**Run 1: power grid**

Bar = 50 um. Pins as bars on the die edge. Tap cells in grey.
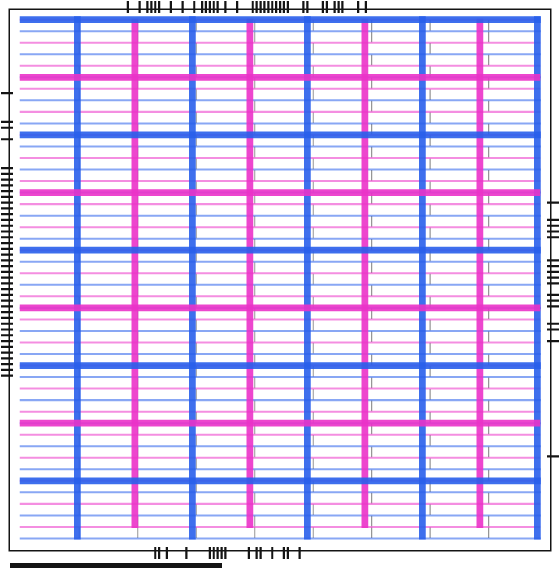
**Run 1: I/O nets highlighted**

Bar = 50 um.
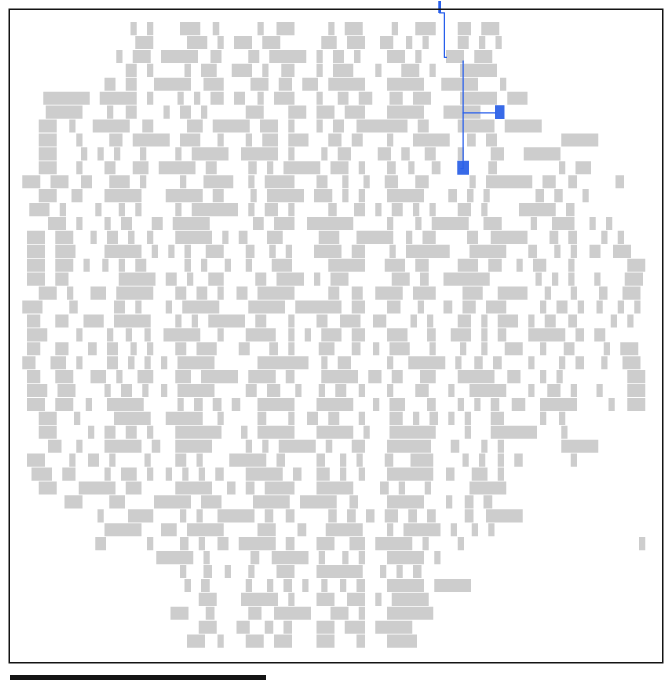
**Run 1: placed standard cells**

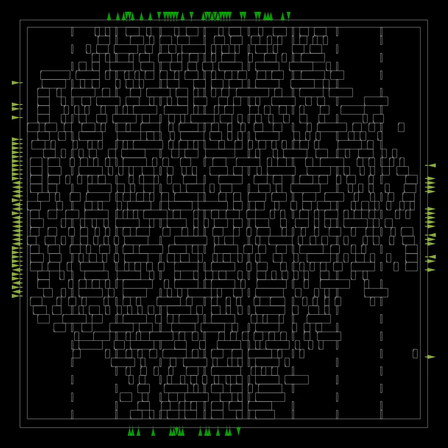
## src/rtl/gem_frame_builder_if.sv

```systemverilog
// Link-side bundle of the GEM frame builder: per-BX cluster input and MGT TX output.
// master = cluster mux / test source, slave = frame builder.
interface gem_frame_builder_if;
    logic        bx_strobe;
    logic [55:0] gem_data;
    logic        overflow;
    logic        bc0;
    logic [31:0] tx_data;
    logic [3:0]  tx_charisk;
    logic        ltncy_trig;

    modport master (
        output bx_strobe, gem_data, overflow, bc0,
        input  tx_data, tx_charisk, ltncy_trig
    );

    modport slave (
        input  bx_strobe, gem_data, overflow, bc0,
        output tx_data, tx_charisk, ltncy_trig
    );
endinterface

```

## src/rtl/gem_frame_builder.sv

```systemverilog
// Packs one 56-bit cluster word per BX into two 32-bit 8b/10b TX words at 80 MHz,
// with K-character control, PRBS-7 test pattern, error injection and strobe-phase tracking.
module gem_frame_builder #(
    parameter int         MARKER_PERIOD_LOG2 = 7,
    parameter logic [6:0] PRBS_SEED          = 7'h7F
) (
    input  logic                 clk_80,
    input  logic                 reset_n,
    gem_frame_builder_if.slave   link,
    input  logic                 ena_test_pat,
    input  logic                 inj_err,
    output logic                 frame_locked,
    output logic [7:0]           missed_strobe_cnt
);

    typedef enum logic [1:0] {IDLE, WORD0, WORD1} state_t;

    localparam logic [7:0] K28_5 = 8'hBC;
    localparam logic [7:0] K28_1 = 8'h3C;
    localparam logic [7:0] K28_7 = 8'hFC;
    localparam logic [7:0] K28_6 = 8'hDC;
    localparam logic [MARKER_PERIOD_LOG2-1:0] CNT_ONE = {{(MARKER_PERIOD_LOG2-1){1'b0}}, 1'b1};

    state_t                        state, next_state;
    logic                          capture, phase_err;
    logic [MARKER_PERIOD_LOG2-1:0] frame_cnt, cnt_used;
    logic                          marker_hit, marker_r;
    logic [55:0]                   payload_new, payload_r;
    logic [7:0]                    ctrl_new, ctrl_r;
    logic [6:0]                    prbs;
    logic                          err_pending;

    always_ff @(posedge clk_80) begin
        if (!reset_n) state <= IDLE;
        else          state <= next_state;
    end

    // A strobe is legal in IDLE or in the word1 cycle; in word0 or missing in word1 it drops lock.
    always_comb begin
        next_state = state;
        capture    = 1'b0;
        phase_err  = 1'b0;
        case (state)
            IDLE: begin
                if (link.bx_strobe) begin
                    next_state = WORD0;
                    capture    = 1'b1;
                end
            end
            WORD0: begin
                if (link.bx_strobe) begin
                    next_state = IDLE;
                    phase_err  = 1'b1;
                end else begin
                    next_state = WORD1;
                end
            end
            WORD1: begin
                if (link.bx_strobe) begin
                    next_state = WORD0;
                    capture    = 1'b1;
                end else begin
                    next_state = IDLE;
                    phase_err  = 1'b1;
                end
            end
            default: next_state = IDLE;
        endcase
    end

    always_comb begin
        link.tx_data    = {24'h000000, K28_5};
        link.tx_charisk = 4'b0001;
        link.ltncy_trig = 1'b0;
        frame_locked    = 1'b0;
        case (state)
            WORD0: begin
                link.tx_data    = {payload_r[23:0], ctrl_r};
                link.tx_charisk = 4'b0001;
                link.ltncy_trig = marker_r;
                frame_locked    = 1'b1;
            end
            WORD1: begin
                link.tx_data    = payload_r[55:24];
                link.tx_charisk = 4'b0000;
                frame_locked    = 1'b1;
            end
            default: ;
        endcase
    end

    // The locking frame always counts as frame 0, whatever frame_cnt held before.
    always_comb begin
        cnt_used    = (state == IDLE) ? '0 : frame_cnt;
        marker_hit  = &cnt_used;
        payload_new = ena_test_pat ? {8{prbs}} : link.gem_data;
        payload_new[0] = payload_new[0] ^ (err_pending | inj_err);
        if (link.bc0)         ctrl_new = K28_1;
        else if (marker_hit)  ctrl_new = K28_7;
        else if (link.overflow) ctrl_new = K28_6;
        else                  ctrl_new = K28_5;
    end

    always_ff @(posedge clk_80) begin
        if (!reset_n) begin
            frame_cnt         <= '0;
            prbs              <= PRBS_SEED;
            err_pending       <= 1'b0;
            missed_strobe_cnt <= 8'd0;
            payload_r         <= 56'd0;
            ctrl_r            <= K28_5;
            marker_r          <= 1'b0;
        end else begin
            if (capture) begin
                payload_r   <= payload_new;
                ctrl_r      <= ctrl_new;
                marker_r    <= marker_hit;
                frame_cnt   <= cnt_used + CNT_ONE;
                err_pending <= 1'b0;
                if (ena_test_pat)
                    prbs <= {prbs[5:0], prbs[6] ^ prbs[5]};
            end else if (inj_err) begin
                err_pending <= 1'b1;
            end
            if (phase_err && (missed_strobe_cnt != 8'hFF))
                missed_strobe_cnt <= missed_strobe_cnt + 8'd1;
        end
    end

endmodule

```

## src/flat_wrapper.sv

```systemverilog
// flat-port wrapper written by rule: the top's interface ports become plain ports
module gem_frame_builder_flat 
#(
    parameter int         MARKER_PERIOD_LOG2 = 7,
    parameter logic [6:0] PRBS_SEED          = 7'h7F
)
  (clk_80, reset_n, ena_test_pat, inj_err, frame_locked, missed_strobe_cnt, link_bx_strobe, link_gem_data, link_overflow, link_bc0, link_tx_data, link_tx_charisk, link_ltncy_trig);
  gem_frame_builder_if link_i ();
  input  logic clk_80;
  input  logic reset_n;
  input  logic ena_test_pat;
  input  logic inj_err;
  output logic frame_locked;
  output logic [7:0] missed_strobe_cnt;
  input wire logic [$bits(link_i.bx_strobe)-1:0] link_bx_strobe;
  input wire logic [$bits(link_i.gem_data)-1:0] link_gem_data;
  input wire logic [$bits(link_i.overflow)-1:0] link_overflow;
  input wire logic [$bits(link_i.bc0)-1:0] link_bc0;
  output wire logic [$bits(link_i.tx_data)-1:0] link_tx_data;
  output wire logic [$bits(link_i.tx_charisk)-1:0] link_tx_charisk;
  output wire logic [$bits(link_i.ltncy_trig)-1:0] link_ltncy_trig;
  assign link_i.bx_strobe = link_bx_strobe;
  assign link_i.gem_data = link_gem_data;
  assign link_i.overflow = link_overflow;
  assign link_i.bc0 = link_bc0;
  assign link_tx_data = link_i.tx_data;
  assign link_tx_charisk = link_i.tx_charisk;
  assign link_ltncy_trig = link_i.ltncy_trig;
  gem_frame_builder #(.MARKER_PERIOD_LOG2(MARKER_PERIOD_LOG2), .PRBS_SEED(PRBS_SEED)) u_core (.clk_80(clk_80), .reset_n(reset_n), .link(link_i), .ena_test_pat(ena_test_pat), .inj_err(inj_err), .frame_locked(frame_locked), .missed_strobe_cnt(missed_strobe_cnt));
endmodule
```

## config.mk

```make
export PLATFORM = sky130hd
export DESIGN_NAME = gem_frame_builder_flat
export DESIGN_NICKNAME = d
export VERILOG_FILES = /design/src/rtl/gem_frame_builder_if.sv /design/src/rtl/gem_frame_builder.sv /design/src/flat_wrapper.sv
export SDC_FILE = /design/constraint.sdc
export NUM_CORES = 1
export LEC_CHECK = 0
export ABC_AREA = 1
export ABC_CLOCK_PERIOD_IN_PS = 2200
export CELL_PAD_IN_SITES_DETAIL_PLACEMENT = 2
export CELL_PAD_IN_SITES_GLOBAL_PLACEMENT = 2
export CORE_MARGIN = 2
export CORE_UTILIZATION = 26
export CTS_BUF_LIST = sky130_fd_sc_hd__clkbuf_4 sky130_fd_sc_hd__clkbuf_8 sky130_fd_sc_hd__clkbuf_16
export DETAILED_ROUTE_END_ITERATION = 12
export GPL_TIMING_DRIVEN = 1
export PLACE_DENSITY = 0.89
export SLEW_MARGIN = 20
export SYNTH_ARGS = -nofsm -noshare
export SYNTH_HDL_FRONTEND = slang
export SYNTH_SLANG_ARGS = --single-unit
```

## constraint.sdc

```tcl
create_clock -name clk_80 -period 2.2 [get_ports clk_80]
set_clock_uncertainty 0.2 [all_clocks]
set_input_delay 0.44 -clock clk_80 [delete_from_list [all_inputs] [get_ports clk_80]]
set_output_delay 0.44 -clock clk_80 [all_outputs]
set_load 0.02 [all_outputs]
```

==> impl_metrics.toml, run 1 <==
# implementation run metrics
[pwr]
leakage_nw = 2.42
finalPower_mw = 4.19
switching_share_pct = 31.1
seqPwrFrac_pct = 42.0
power.density_nw_per_um2 = 685
switching_power_mw = 1.30
clock_power_share_pct = 34.5
combPwrFrac_pct = 23.5
p_int_mw = 2.89
ir_drop_v = 0.000625

[layout]
drive_above_1_share_pct = 23.3
finalNetCount = 760
areaGrowthSynthToFinish_pct = 54.4
post-route-util_pct = 40.7
n_antenna_cell = 0

[final_timing]
rsz0062_at_grt = "yes"
finalHoldViolCount = 0
min_period_ns = 2.37
setup_viol = 31
relSlewSlack_pct = 67.0
slew_viol_final = 0
worstMarginPinSlew_ns = 0.490
fmax_mhz = 422
min_period_over_period_pct = 108
setup_ws_ns = -0.172
setup_tns_ns = -2.84

[cts]
htree_levels = 3
cts.sinks = 85
root_buffer = "clkbuf_16"
clock.latency.late_pin_ns = 0.35
cts_max_path_buffers = 2
cts_tree = "done"
cts.clk_slew.worst_paths_ns = 0.06
cts_made_buffers = 9

[detailed_routing]
vias = 4601
drt_iter0_drc = 246
drc = 0
drtAntennaViolNets = 0
drt-total-wl_um = 20800
drt_first_pass_iters = 5
viasPerCell = 5.21
wl_per_cell_um = 23.5

[setup_path]
critPathLaunchType = "register"
r2r_slack_ns = 0.16
rr_worst_depth = 8
end_kind = "output pin"
crit_start = "u_core.state[1]$_SDFFE_PN0P_"
path_max_fanout = 13
arrival_ns = 1.73
crit_type = "register to output pin"
endpoint = "link_tx_data[8]"
crit_required_ns = 1.56
crit-reg2reg-capture = "u_core.marker_r$_SDFFE_PN0P_"
r2r_start = "u_core.state[0]$_SDFFE_PN0P_"

[floorplanning]
fp_util_pct = 26.3
die_h_um = 127
core.rowCount = 45
die-area_um2 = 16200
die_w_um = 127

[yosys]
synth-seq-area-share_pct = 43.0
synth.avg_cell_area_um2 = 7.09
syn_area_um2 = 3960
synth.distinct_cells = 32
largest_area_cell = "dfxtp_1"
synthCells = 558
edf_count = 0
synthMostInstantiatedCell = "nand2_1"
ys_top_cells_by_count = "nand2_1, dfxtp_1, a21oi_1, a31oi_1, nor2_1"
synth.area.top_cells = "dfxtp_1, nand2_1, a31oi_1"
synth_warnings = 0
ys_cells = 558
ys_area_um2 = 3960
top_cell_area_share_pct = 43.0
async_reset_ff_share_pct = 0
synth-main-ff-cell = "dfxtp_1"
ys_ff = 85

[run]
cap_violations = 0
warnings = 31

[global_routing]
grt_max_degree = 39
antenna_found_initial = 0
track_usage_pct = 24.9
grt_pass1_vias = 5257
grt_pass1_wl_um = 30600
globalRoute.totalOverflow = 0

[status]
status = "complete, but fails checks"
violations = "setup timing"

[min_path]
hp-class = "register to register"
hold_depth = 2
hp-start = "u_core.payload_r[14]$_SDFFE_PN0P_"

[placed_design]
hpwl_um = 12100
gp_congestion = 0.826
-- 'power grid' (at the start) --
| colour | net |
|---|---|
| blue | VSS |
| magenta | VDD |
rows: 45
met4 straps: 9
tap cells: 188

-- 'I/O nets highlighted' (at the start) --
| colour | port | bits | direction | edge | end cells | buffers | wire |
|---|---|---|---|---|---|---|---|
| blue | link_bc0 | 1 | input | top | 2 | 1 | 38.4 um |
# IOs: 109
PortBufs: 105

-- 'placed standard cells' (at the start) --
core area: 15,000 um2
# fillers: 1,662
Tap Count: 188
Finished Layout Cells: 883

-- run 1: per-layer routing --
metal / part of all wire (%) / up-vias / global-route usage, %
met2: 53 / 193 / 45.3
met5: 0 / - / 0
met1: 39 / 2265 / 27.7
met4: 3.9 / 0 / 11.5
li1: - / 2092 / -
met3: 4.9 / 51 / 5.44
-- run 1: worst max-delay path, cell delays in order (launching register included) --
cell	delay (ns)
dfxtp_4	0.37
buf_6	0.11
ha_4	0.18
buf_12	0.17
buf_6	0.14
nand2_4	0.09
a21oi_4	0.18
buf_6	0.14
-- run 1: logic make-up after synthesis --
| family | Yosys count | share of synthesized area [%] |
|---|---|---|
| XOR/XNOR | 3 | 0.664 |
| AND/OR/NAND/NOR | 274 | 28.6 |
| adder cells (fa/ha/maj) | 6 | 1.90 |
| AND-OR/OR-AND | 124 | 17.8 |
| buffers and inverters | 65 | 8.00 |
| flip-flops | 85 | 43.0 |
| other | 1 | 0.0947 |
-- run 1: cells in the final DEF, fill, tap and decap left out, drive strengths merged, types with 4 or more instances in the layout --
cell type	instances
a21oi	50
a31oi	41
buf	84
clkbuf	11
clkdlybuf4s50	70
dfxtp	85
ha	6
inv	30
nand2	213
nand3	20
nand4	4
nor2	34
o21ai	28
-- run 1: metrics by stage --
step                hold WS (ns)  cells  worst slack (ns)  cell area, um2
floorplan                  0.226    560            0.0335            3970
global placement           0.249    845            -0.228            5330
detailed placement         0.262    845            -0.371            5330
CTS                        0.274    876            -0.125            5910
global route               0.298    883            -0.217            6110
finish                     0.272    883            -0.172            6110
-- run 1: flip-flops by register name, indices dropped and copies added (netlist names) --
| name | count |
|---|---|
| u_core.state | 2 |
| u_core.prbs | 7 |
| u_core.payload_r | 56 |
| u_core.missed_strobe_cnt | 8 |
| u_core.err_pending | 1 |
| u_core.marker_r | 1 |
| u_core.frame_cnt | 7 |
| u_core.ctrl_r | 3 |
-- run 1: power groups by stage --
stage / logic [mW] / clock network [mW] / registers [mW]
finish: 0.983 / 1.45 / 1.76
global route: 1.04 / 1.54 / 1.76
CTS: 0.888 / 1.46 / 1.74
detailed placement: 0.757 / 0 / 1.77
global placement: 0.722 / 0 / 1.75
floorplan: 0.384 / 0 / 1.74
-- run 1: worst min-delay path by stage --
| stage | to |
|---|---|
| after floorplan | u_core.payload_r[14]$_SDFFE_PN0P_ |
| after global placement | u_core.marker_r$_SDFFE_PN0P_ |
| after detailed placement | u_core.payload_r[14]$_SDFFE_PN0P_ |
| after CTS | u_core.payload_r[14]$_SDFFE_PN0P_ |
| after global routing | u_core.payload_r[14]$_SDFFE_PN0P_ |
| final | u_core.payload_r[14]$_SDFFE_PN0P_ |
-- run 1: what timing repair did --
item / in CTS / in global routing
hold buffers: 0 / 0
cloned: 3 / 0
pin swaps: 8 / 7
resized: 229 / 54
setup buffers: 13 / 8
endpoints found under the hold margin: 0 / 0
setup endpoints to repair: 41 / 37
-- run 1: cell type report --
cell class,instances,area (um2),area share (%)
Inverter,30,128,2.09
Clock inverter,4,25.0,0.409
Sequential cell,85,1710,28.0
Multi-Input combinational cell,410,2170,35.6
Timing Repair Buffer,155,1600,26.1
Clock buffer,11,246,4.03
Tap cell,188,235,3.85
==> run 2, diff against run 1 <==
--- a/config.mk
+++ b/config.mk
@@ -6,7 +6,6 @@
 export NUM_CORES = 1
 export LEC_CHECK = 0
 export ABC_AREA = 1
-export ABC_CLOCK_PERIOD_IN_PS = 2200
 export CELL_PAD_IN_SITES_DETAIL_PLACEMENT = 2
 export CELL_PAD_IN_SITES_GLOBAL_PLACEMENT = 2
 export CORE_MARGIN = 2
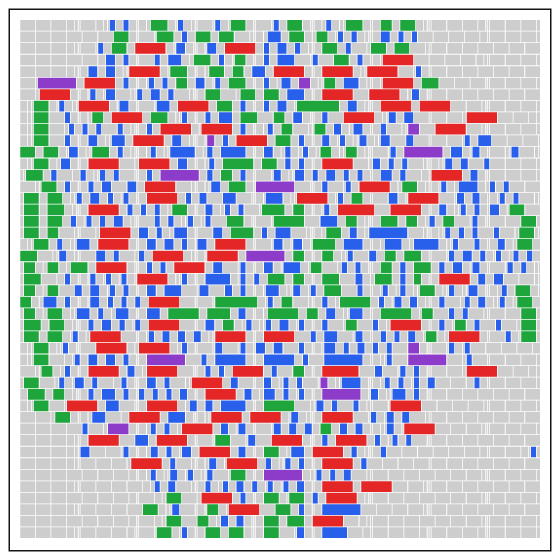
**Above:** run 2 (cell classes on the final placement).
Fill, decap, tap and diode cells in grey.
| colour | class | cells |
|---|---|---|
| green | other buffers and delay cells | 155 |
| red | flip-flops | 85 |
| purple | clock drivers and dummy loads | 15 |
| blue | all other logic | 440 |

==> run 2 against run 1 <==
The run still ends with setup timing left. First-iteration DRC count unchanged. Die size is the same. Routed wire length stayed put. Clock power barely moved. Synthesized area unchanged. Combinational power is essentially flat. Global-route usage did not move. Cell count did not move. Critical path type unchanged. Largest power group unchanged.
==> impl_metrics.toml, run 2 <==
# implementation run metrics
[global_routing]
use_met2_pct = 45.3
track_usage_pct = 24.9
use_met3_pct = 5.44
grt_pass1_vias = 5257
grt_util_met1_pct = 27.7
grt_pass1_wl_um = 30600
globalRoute.totalOverflow = 0
top_usage_layer = "met2"

[final_timing]
min_period_over_period_pct = 108
setup_viol = 31
setup_ws_ns = -0.172
finalHoldViolCount = 0
worstMarginPinSlew_ns = 0.490
fmax_mhz = 422

[status]
status = "complete, but fails checks"
violations = "setup timing"

[setup_path]
path_cells = "buf_6 > ha_4 > buf_12 > buf_6 > nand2_4 > a21oi_4 > buf_6"
end_kind = "output pin"
path_buffers = 4
crit-reg2reg-capture = "u_core.marker_r$_SDFFE_PN0P_"
r2r_slack_ns = 0.16
path_max_fanout = 13
crit_type = "register to output pin"
crit_required_ns = 1.56
crit_path_max_incr_delay_ns = 0.37

[yosys]
edf_count = 0
synthCells = 558
top_cell_area_share_pct = 43.0
synth_warnings = 0
synth-main-ff-cell = "dfxtp_1"
async_reset_ff_share_pct = 0
ys_ff = 85
synth.area.top_cells = "dfxtp_1, nand2_1, a31oi_1"
synth.avg_cell_area_um2 = 7.09
ys_cells = 558
ys_area_um2 = 3960
ys_top_cells_by_count = "nand2_1, dfxtp_1, a21oi_1, a31oi_1, nor2_1"

[layout]
largest_reg_flops = 56
drive_above_1_share_pct = 23.3
post-route-util_pct = 40.7
largest_registers = "u_core.payload_r x56, u_core.missed_strobe_cnt x8"
fillCellCount = 1662
n_antenna_cell = 0
areaGrowthSynthToFinish_pct = 54.4
lay_top_count = "nand2_1"
instances_no_fill = 883
finalNetCount = 760
regMostFlops = "u_core.payload_r"

[placed_design]
dp.cells = 845
hpwl_um = 12100
port_buffers = 105
post-place-ws_ns = -0.371

[floorplanning]
core.rowCount = 45
io-pin-count = 109
die_h_um = 127
core_um2 = 15000
die-area_um2 = 16200

[min_path]
hold_depth = 2
hp-class = "register to register"

[cts]
cts_max_path_buffers = 2
clock.latency.late_pin_ns = 0.35
cts_made_buffers = 9
htree_levels = 3
root_buffer = "clkbuf_16"
cts_tree = "done"
cts.sinks = 85

[detailed_routing]
vias = 4601
drtAntennaViolNets = 0
drt-total-wl_um = 20800
drt_iter0_drc = 246

[pwr]
leakage_nw = 2.42
ir_drop_v = 0.000625
power.density_nw_per_um2 = 685

[run]
cap_violations = 0
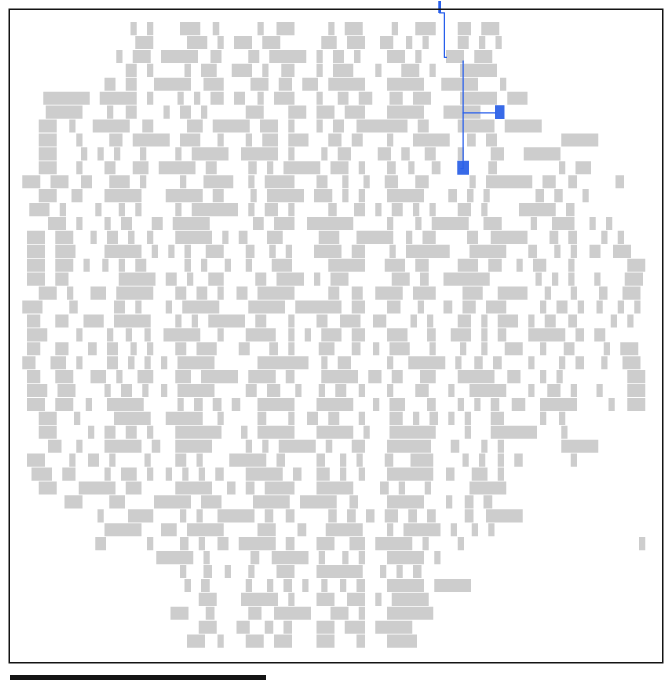
**Above:** run 2 (I/O nets highlighted).
Bar = 50 um.
| colour | port | bits | direction | edge | end cells | buffers | wire |
|---|---|---|---|---|---|---|---|
| blue | link_bc0 | 1 | input | top | 2 | 1 | 38.4 um |

## run 2: cell counts after synthesis
No cell type changed its count.
## run 2: metrics by stage
stage | instance area, um2 | hold slack (ns)
3_5_place_dp | 5330 | 0.262
4_1_cts | 5910 | 0.274
6_report | 6110 | 0.272
3_3_place_gp | 5330 | 0.249
5_1_grt | 6110 | 0.298
2_1_floorplan | 3970 | 0.226
## run 2: area by class of cell
cell class,instances,area (um2),share of cell area [%]
Inverter,30,128,2.09
Clock inverter,4,25.0,0.409
Clock buffer,11,246,4.03
Timing Repair Buffer,155,1600,26.1
Tap cell,188,235,3.85
Sequential cell,85,1710,28.0
Multi-Input combinational cell,410,2170,35.6
## run 2: kinds of logic after synthesis
| kind of cell | after synthesis | share of synthesized area (%) |
|---|---|---|
| adder cells (fa/ha/maj) | 6 | 1.90 |
| flip-flops | 85 | 43.0 |
| buffers and inverters | 65 | 8.00 |
| other | 1 | 0.0947 |
| AND-OR/OR-AND | 124 | 17.8 |
| XOR/XNOR | 3 | 0.664 |
| AND/OR/NAND/NOR | 274 | 28.6 |
## run 2: worst max-delay path by stage
stage | start | endpoint | slack (ns) | depth (start not counted)
after floorplan | u_core.state[0]$_SDFFE_PN0P_ | link_tx_data[10] | 0.03 | 5
after global placement | u_core.state[0]$_SDFFE_PN0P_ | link_tx_data[14] | -0.23 | 6
after detailed placement | u_core.state[0]$_SDFFE_PN0P_ | link_tx_data[4] | -0.37 | 7
after CTS | u_core.state[1]$_SDFFE_PN0P_ | link_tx_data[14] | -0.13 | 6
after global routing | u_core.state[0]$_SDFFE_PN0P_ | link_tx_data[8] | -0.22 | 6
final | u_core.state[1]$_SDFFE_PN0P_ | link_tx_data[8] | -0.17 | 7
## run 2: metal layers
layer  part of all wire, %  vias to the layer above
li1                      -                     2092
met1                    39                     2265
met2                    53                      193
met3                   4.9                       51
met4                   3.9                        0
met5                     0                        -
## run 2: worst register-to-register path: cells and delay by family, from the launching register on
| family | cells | cell delay [ns] |
|---|---|---|
| AND/OR/NAND/NOR | 3 | 0.49 |
| adder cells (fa/ha/maj) | 2 | 0.41 |
| flip-flops | 1 | 0.39 |
| buffers and inverters | 2 | 0.28 |
| AND-OR/OR-AND | 1 | 0.19 |
## run 2: where the power goes
group	internal, mW	total [mW]	leakage (nW)	switching, mW
Clock	0.798	1.45	0.131	0.648
Combinational	0.432	0.983	1.59	0.551
Sequential	1.65	1.76	0.701	0.102
Total	2.89	4.19	2.42	1.30
## run 2: what timing repair did
| item | CTS | global route |
|---|---|---|
| endpoints found under the setup margin | 41 | 37 |
| cloned | 3 | 0 |
| gates resized | 229 | 54 |
| pin swaps | 8 | 7 |
| buffers inserted | 13 | 8 |
==> run 3, diff against run 2 <==
--- a/config.mk
+++ b/config.mk
@@ -11,10 +11,10 @@
 export CORE_MARGIN = 2
 export CORE_UTILIZATION = 26
 export CTS_BUF_LIST = sky130_fd_sc_hd__clkbuf_4 sky130_fd_sc_hd__clkbuf_8 sky130_fd_sc_hd__clkbuf_16
+export CTS_CLUSTER_DIAMETER = 200
 export DETAILED_ROUTE_END_ITERATION = 12
 export GPL_TIMING_DRIVEN = 1
 export PLACE_DENSITY = 0.89
-export SLEW_MARGIN = 20
 export SYNTH_ARGS = -nofsm -noshare
 export SYNTH_HDL_FRONTEND = slang
 export SYNTH_SLANG_ARGS = --single-unit
==> run 3 against run 2 <==
The run still ends with setup timing left. Largest cell class unchanged. Cell count unchanged. Clock power hardly changed. Critical path type unchanged. Hold slack unchanged. Utilization unchanged. Global-route usage unchanged. Cell area unchanged. Sequential share of layout area unchanged. Count of clock-buffer cells in the layout did not move. Fmax did not move.
==> impl_metrics.toml, run 3 <==
# implementation run metrics
[status]
status = "complete, but fails checks"
violations = "setup timing"

[cts]
cts_tree = "done"
cts.clk_slew.worst_paths_ns = 0.06
htree_levels = 3
root_buffer = "clkbuf_16"
clock.latency.late_pin_ns = 0.35
cts_max_path_buffers = 2
cts_made_buffers = 9
cts.sinks = 85

[yosys]
ys_cells = 558
synth_warnings = 0
synth-seq-area-share_pct = 43.0
syn_area_um2 = 3960
async_reset_ff_share_pct = 0
synthCells = 558
largest_area_cell = "dfxtp_1"
synth.area.top_cells = "dfxtp_1, nand2_1, a31oi_1"
synthMostInstantiatedCell = "nand2_1"
ys_top_cells_by_count = "nand2_1, dfxtp_1, a21oi_1, a31oi_1, nor2_1"
ys_area_um2 = 3960
top_cell_area_share_pct = 43.0
synth.distinct_cells = 32
synth-main-ff-cell = "dfxtp_1"
ys_ff = 85
edf_count = 0
synth.avg_cell_area_um2 = 7.09

[layout]
largest_reg_flops = 56
areaGrowthSynthToFinish_pct = 54.4
largest_registers = "u_core.payload_r x56, u_core.missed_strobe_cnt x8"
regMostFlops = "u_core.payload_r"
lay_top_cells = "nand2_1, dfxtp_1, clkdlybuf4s50_1"
finalNetCount = 760
instances_no_fill = 883
lay_top_count = "nand2_1"
n_antenna_cell = 0
drive_above_1_share_pct = 23.3

[detailed_routing]
drt_first_pass_iters = 5
drt-total-wl_um = 20800
drtAntennaViolNets = 0
wl_per_cell_um = 23.5
viasPerCell = 5.21
drc = 0
vias = 4601
drt_iter0_drc = 246

[final_timing]
rsz0062_at_grt = "yes"
fmax_mhz = 422
setup_ws_ns = -0.172
min_period_over_period_pct = 108
worstMarginPinSlew_ns = 0.490
setup_viol = 31
setup_tns_ns = -2.84
min_period_ns = 2.37
finalHoldViolCount = 0
slew_viol_final = 0
relSlewSlack_pct = 67.0

[pwr]
switching_power_mw = 1.30
combPwrFrac_pct = 23.5
switching_share_pct = 31.1
leakage_nw = 2.42
p_int_mw = 2.89
power.density_nw_per_um2 = 685
seqPwrFrac_pct = 42.0
clock_power_share_pct = 34.5
ir_drop_v = 0.000625

[setup_path]
arrival_ns = 1.73
end_kind = "output pin"
crit_required_ns = 1.56
path_max_fanout = 13
critPathLaunchType = "register"
crit_type = "register to output pin"

[min_path]
hp-class = "register to register"

[floorplanning]
io-pin-count = 109
die_h_um = 127
fp_util_pct = 26.3
core_um2 = 15000
die_w_um = 127
die-area_um2 = 16200

[global_routing]
track_usage_pct = 24.9
globalRoute.totalOverflow = 0
antenna_found_initial = 0
grt_pass1_wl_um = 30600
grt_pass1_vias = 5257
grt_max_degree = 39

[run]
warnings = 31
cap_violations = 0

[placed_design]
gp_congestion = 0.826
hpwl_um = 12100
dp.cells = 845
port_buffers = 105
## run 3: cell counts after synthesis
No cell type changed its count.
## run 3: routing by layer
metal | wire length (um) | GRT usage, %
met4 | 812 | 11.5
met2 | 10900 | 45.3
met3 | 1010 | 5.44
met1 | 8040 | 27.7
met5 | 0 | 0
## run 3: power by group through the flow
stage               Sequential, mW  Combinational [mW]  Clock, mW
finish                        1.76               0.983       1.45
global route                  1.76                1.04       1.54
global placement              1.75               0.722          0
CTS                           1.74               0.888       1.46
detailed placement            1.77               0.757          0
floorplan                     1.74               0.384          0
## run 3: worst max-delay path, cell delays in order (launching register included)
cell and delay (ns):
dfxtp_4 0.37, buf_6 0.11, ha_4 0.18, buf_12 0.17, buf_6 0.14, nand2_4 0.09
a21oi_4 0.18, buf_6 0.14
## run 3: path summary, 6_finish.rpt
path                                                        start                           endpoint  slack, ns  cells after the start
worst min-delay path            u_core.payload_r[14]$_SDFFE_PN0P_  u_core.payload_r[14]$_SDFFE_PN0P_       0.27                      2
worst max-delay path                 u_core.state[1]$_SDFFE_PN0P_                    link_tx_data[8]      -0.17                      7
worst max register to register       u_core.state[0]$_SDFFE_PN0P_       u_core.marker_r$_SDFFE_PN0P_       0.16                      8
worst min register to register  u_core.payload_r[14]$_SDFFE_PN0P_  u_core.payload_r[14]$_SDFFE_PN0P_       0.27                      2
## run 3: cell type report
cell class | count | area, um2
clock buffers | 11 | 246
clock inverters | 4 | 25.0
fillers | 1662 | 8920
inverters | 30 | 128
multi-input cells | 410 | 2170
flip-flops and latches | 85 | 1710
well taps | 188 | 235
repair buffers | 155 | 1600
## run 3: per-stage QoR
| step | hold slack (ns) | total power [mW] | worst slack, ns | instance area, um2 |
|---|---|---|---|---|
| 6_report | 0.272 | 4.19 | -0.172 | 6110 |
| 5_1_grt | 0.298 | 4.35 | -0.217 | 6110 |
| 4_1_cts | 0.274 | 4.08 | -0.125 | 5910 |
| 3_5_place_dp | 0.262 | 2.52 | -0.371 | 5330 |
| 3_3_place_gp | 0.249 | 2.48 | -0.228 | 5330 |
| 2_1_floorplan | 0.226 | 2.12 | 0.0335 | 3970 |
## run 3: repair_timing
item | in CTS | in global routing
buffers inserted | 13 | 8
endpoints found under the setup margin | 41 | 37
pin swaps | 8 | 7
hold buffers | 0 | 0
resized | 229 | 54
cloned | 3 | 0
## run 3: logic make-up after synthesis
group           share of synthesized area, %
simple gates                            28.6
compound gates                          17.8
flops                                   43.0
buf+inv                                 8.00
fa+ha+maj                               1.90
xor+xnor                               0.664
other cells                           0.0947
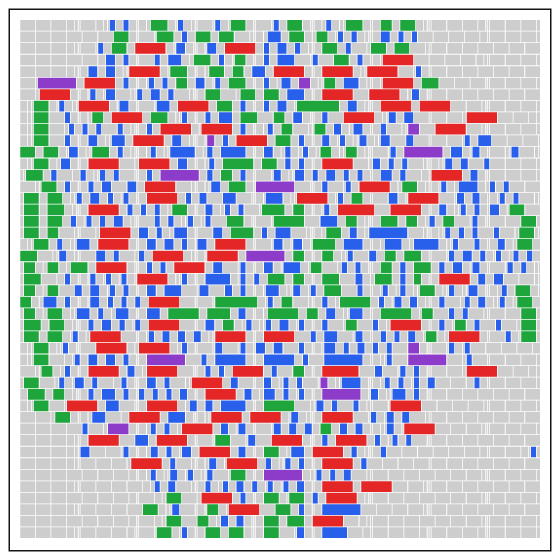
**Above:** run 3 (cell classes on the final placement).
Fill, decap, tap and diode cells in grey.
| colour | class | cells |
|---|---|---|
| blue | all other logic | 440 |
| green | other buffers and delay cells | 155 |
| red | flip-flops | 85 |
| purple | clock drivers and dummy loads | 15 |
Seq/total area: 28.0%
Site Rows: 45
Finished Cell Area: 6110 um2
post-layout util: 40.7%

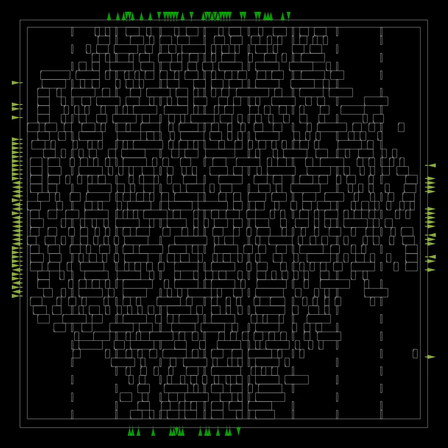
**Above:** run 3 (placed standard cells).
flip-flops: 85

Power and IR drop assume default switching activity.
